### Sizing map

Bar = 50 um.
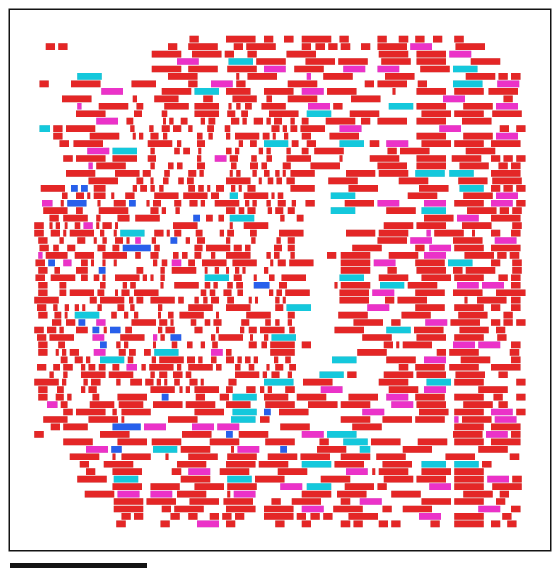
### Clock network drawn from the DEF

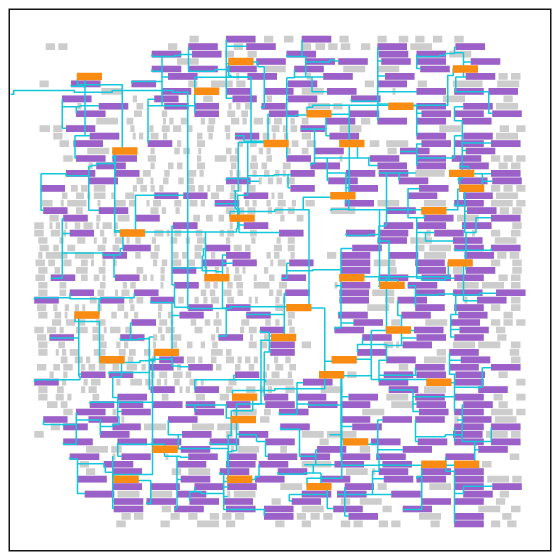
### Clock nets

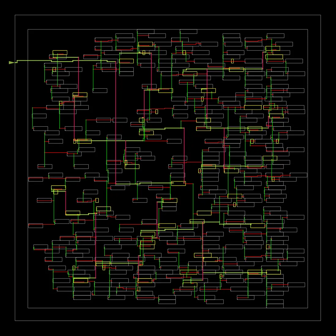
==> config.mk <==
export PLATFORM = sky130hd
export DESIGN_NAME = fetcher
export DESIGN_NICKNAME = d
export VERILOG_FILES = /design/src/rtl/fetcher.sv
export SDC_FILE = /design/constraint.sdc
export NUM_CORES = 1
export LEC_CHECK = 0
export CAP_MARGIN = 20
export CELL_PAD_IN_SITES_DETAIL_PLACEMENT = 1
export CELL_PAD_IN_SITES_GLOBAL_PLACEMENT = 1
export CORE_MARGIN = 8
export CORE_UTILIZATION = 42
export CTS_BUF_LIST = sky130_fd_sc_hd__clkbuf_16
export DETAILED_ROUTE_END_ITERATION = 16
export PLACE_DENSITY = 0.71
export SLEW_MARGIN = 30
export SYNTH_ARGS = -nofsm -noshare
export SYNTH_HDL_FRONTEND = slang
export SYNTH_SLANG_ARGS = --single-unit
export TNS_END_PERCENT = 5
==> constraint.sdc <==
create_clock -name clk -period 15.7 [get_ports clk]
set_clock_uncertainty 0.05 [all_clocks]
set_input_delay 3.14 -clock clk [delete_from_list [all_inputs] [get_ports clk]]
set_output_delay 3.14 -clock clk [all_outputs]
set_load 0.02 [all_outputs]
==> impl_metrics.csv <==
group,metric,value,unit
synthesis,syn-cell-area,0.0138,mm2
cts,clock_sinks,330,
worst_setup_path,crit_slowest_cell,"dfrtp_4",
power_and_ir_drop,maxPowerGroup,"registers",
worst_hold_path,worstHoldPathCells,2,
synthesis,yosys_most_used_dff,"edfxtp_1",
timing,drv_slew,0,
power_and_ir_drop,seq_power,0.00134,W
worst_setup_path,path_delay_family,"buffers and inverters",
power_and_ir_drop,powerDensity,205,mW/mm2
power_and_ir_drop,pwr-share-seq,38.1,%
placed_design,placed_cell_area,0.0159,mm2
flow_run,warnings,29,
cells_and_area,drive_above_1_share,14.7,%
global_routing,met2_usage,30.2,%
synthesis,synthTopCellsByCount,"256 x edfxtp_1, 74 x dfrtp_1, 64 x mux4_2",
power_and_ir_drop,p_leak,5.84,nW
worst_setup_path,critPathKind,"reg -> out",
synthesis,edf_count,256,
cts,clk_transition_reported_paths,0.06,ns
worst_setup_path,worst-path-stages,3,
timing,hold_ws,0.446,ns
synthesis,syn-instance-count,833,
timing,final.setup.tns,0,ns
routing,wl_met2,17.1,mm
global_routing,grt_pass1_wl,55.5,mm
synthesis,yosysWarnings,0,
routing,drt_pass1_iterations,4,
timing,max_freq,159,MHz
placed_design,port-buffer-count,166,
global_routing,grt_max_degree,84,
worst_setup_path,required,12.51,ns
worst_hold_path,hold_path_class,"reg -> reg",
cells_and_area,comb_area,0.00394,mm2
routing,ant_nets,0,
power_and_ir_drop,sw_frac_of_total,35.2,%
power_and_ir_drop,ir_drop,0.000226,V
routing,initialDrtViolationCount,462,
flow_run,maxCapViolCount,0,
synthesis,top_logic_kind,"multiplexers",
floorplan,io_pins,167,
timing,timing.final.crit_share,40.1,%
cts,cts_resized,0,
synthesis,yosysTopAreaCell,"edfxtp_1",
routing,wl_per_cell,24.1,um
floorplan,die_y,197,um
global_routing,grt_pass1_vias,9188,
cts,cts_tree,"yes",
routing,vias,8291,
cts,h-tree-depth,2,
cells_and_area,signal_buffers,180,
timing,max_slew_margin,37.1,%
routing,viasPerCell,5.64,
worst_setup_path,critPathArrivalTime,3.10,ns
power_and_ir_drop,intPower,0.00227,W
routing,dr_wl_met3,1.74,mm
power_and_ir_drop,power_frac_comb,37.2,%
synthesis,yosys.area.top_type_share,55.9,%
cells_and_area,fill_cells,3074,
synthesis,ys_seq_share,69.4,%
cells_and_area,largest_cell_class,"sequential cells",
cells_and_area,diodes,0,
timing,rsz0062_at_grt,"false",
timing,hold_viol_final,0,
synthesis,syn_area_per_cell,16.5,um2
placed_design,hpwlAfterDp,22.1,mm
synthesis,synth-simple-area-share,5.19,%
routing,drt-met1-wl,15.7,mm
floorplan,row_count,66,
floorplan,initCoreUtil,42.5,%
cts,cts_max_path_buffers,3,
placed_design,dp.cells,1403,
synthesis,adder_share,0.782,%
floorplan,dieArea,0.0388,mm2
outcome,outcome,"finished clean",
timing,period_minus_slack,6.29,ns
synthesis,ys_area,0.0138,mm2
cells_and_area,logic_gates,432,
cts,cts_setup_buffers,0,
cells_and_area,clkCellAreaFrac,7.18,%
global_routing,grt.met1_usage,24.6,%
cells_and_area,layout.cells.non_filler,1470,
synthesis,syn-num-nets,910,
global_routing,antenna_found_initial,0,
worst_setup_path,worst-path-buf-inv,2,
synthesis,ys_async_sr_fraction,22.4,%
routing,drt-total-wl,35.4,mm
placed_design,routabilityCongestion,0.790,
worst_setup_path,worstPathCellList,"buf_6 > mux4_2 > clkdlybuf4s50_1",
cells_and_area,buffer_area_share,10.3,%
cells_and_area,nets,1077,
synthesis,ys_types,62,
synthesis,ys_sh_aoi,9.31,%
cells_and_area,final_core_util,52.8,%
timing,setup_viol,0,
synthesis,top_cell,"edfxtp_1",
floorplan,core_area,0.0324,mm2
global_routing,top_usage_layer,"met2",
global_routing,gr-total-overflow,0,
routing,drc,0,
synthesis,topCellsByArea,"edfxtp_1 56%, dfrtp_1 13%, mux4_2 10%, a21oi_1 2.2%, a22oi_1 1.5%",
cells_and_area,final-seq-area,0.00955,mm2
routing,routed.top_layer,"met4",
cells_and_area,layout_top_cell,"edfxtp_1",
placed_design,dpl_worst_slack,9.22,ns
synthesis,synth-xor-area-share,2.07,%
global_routing,track_usage,18.4,%
cts,hold_buffers,0,
power_and_ir_drop,p_sw,0.00123,W
synthesis,yosys_cells,833,
worst_setup_path,cp_max_fo,45,
## Picture notes: 'Sizing map'
size	colour	cells	share
_0 and _1 cells	red	877	85%
_3 and _4 cells	blue	21	2.0%
_6 and larger	cyan	47	4.6%
_2 cells	magenta	83	8.1%
Area Overhead vs Synth: 24.4%
Final Cell Area: 0.0171 mm2
worst setup margin: 9.41 ns

## Picture notes: 'Clock network drawn from the DEF'
[flip-flops] purple | count: 330
[clock drivers] orange | count: 37
[clock wires] cyan | length: 4080 um
flops lie	widely spread
routed clock nets	38
Clock net power: 0.000866 W
Worst-Skew Late Latency: 0.51 ns
Clock power frac: 24.7%

## Picture notes: 'Clock nets'
clkbuf count: 39
Flops: 330
CTS Buf Count: 37

No activity file was given, so power comes from the tool's default toggle rates.
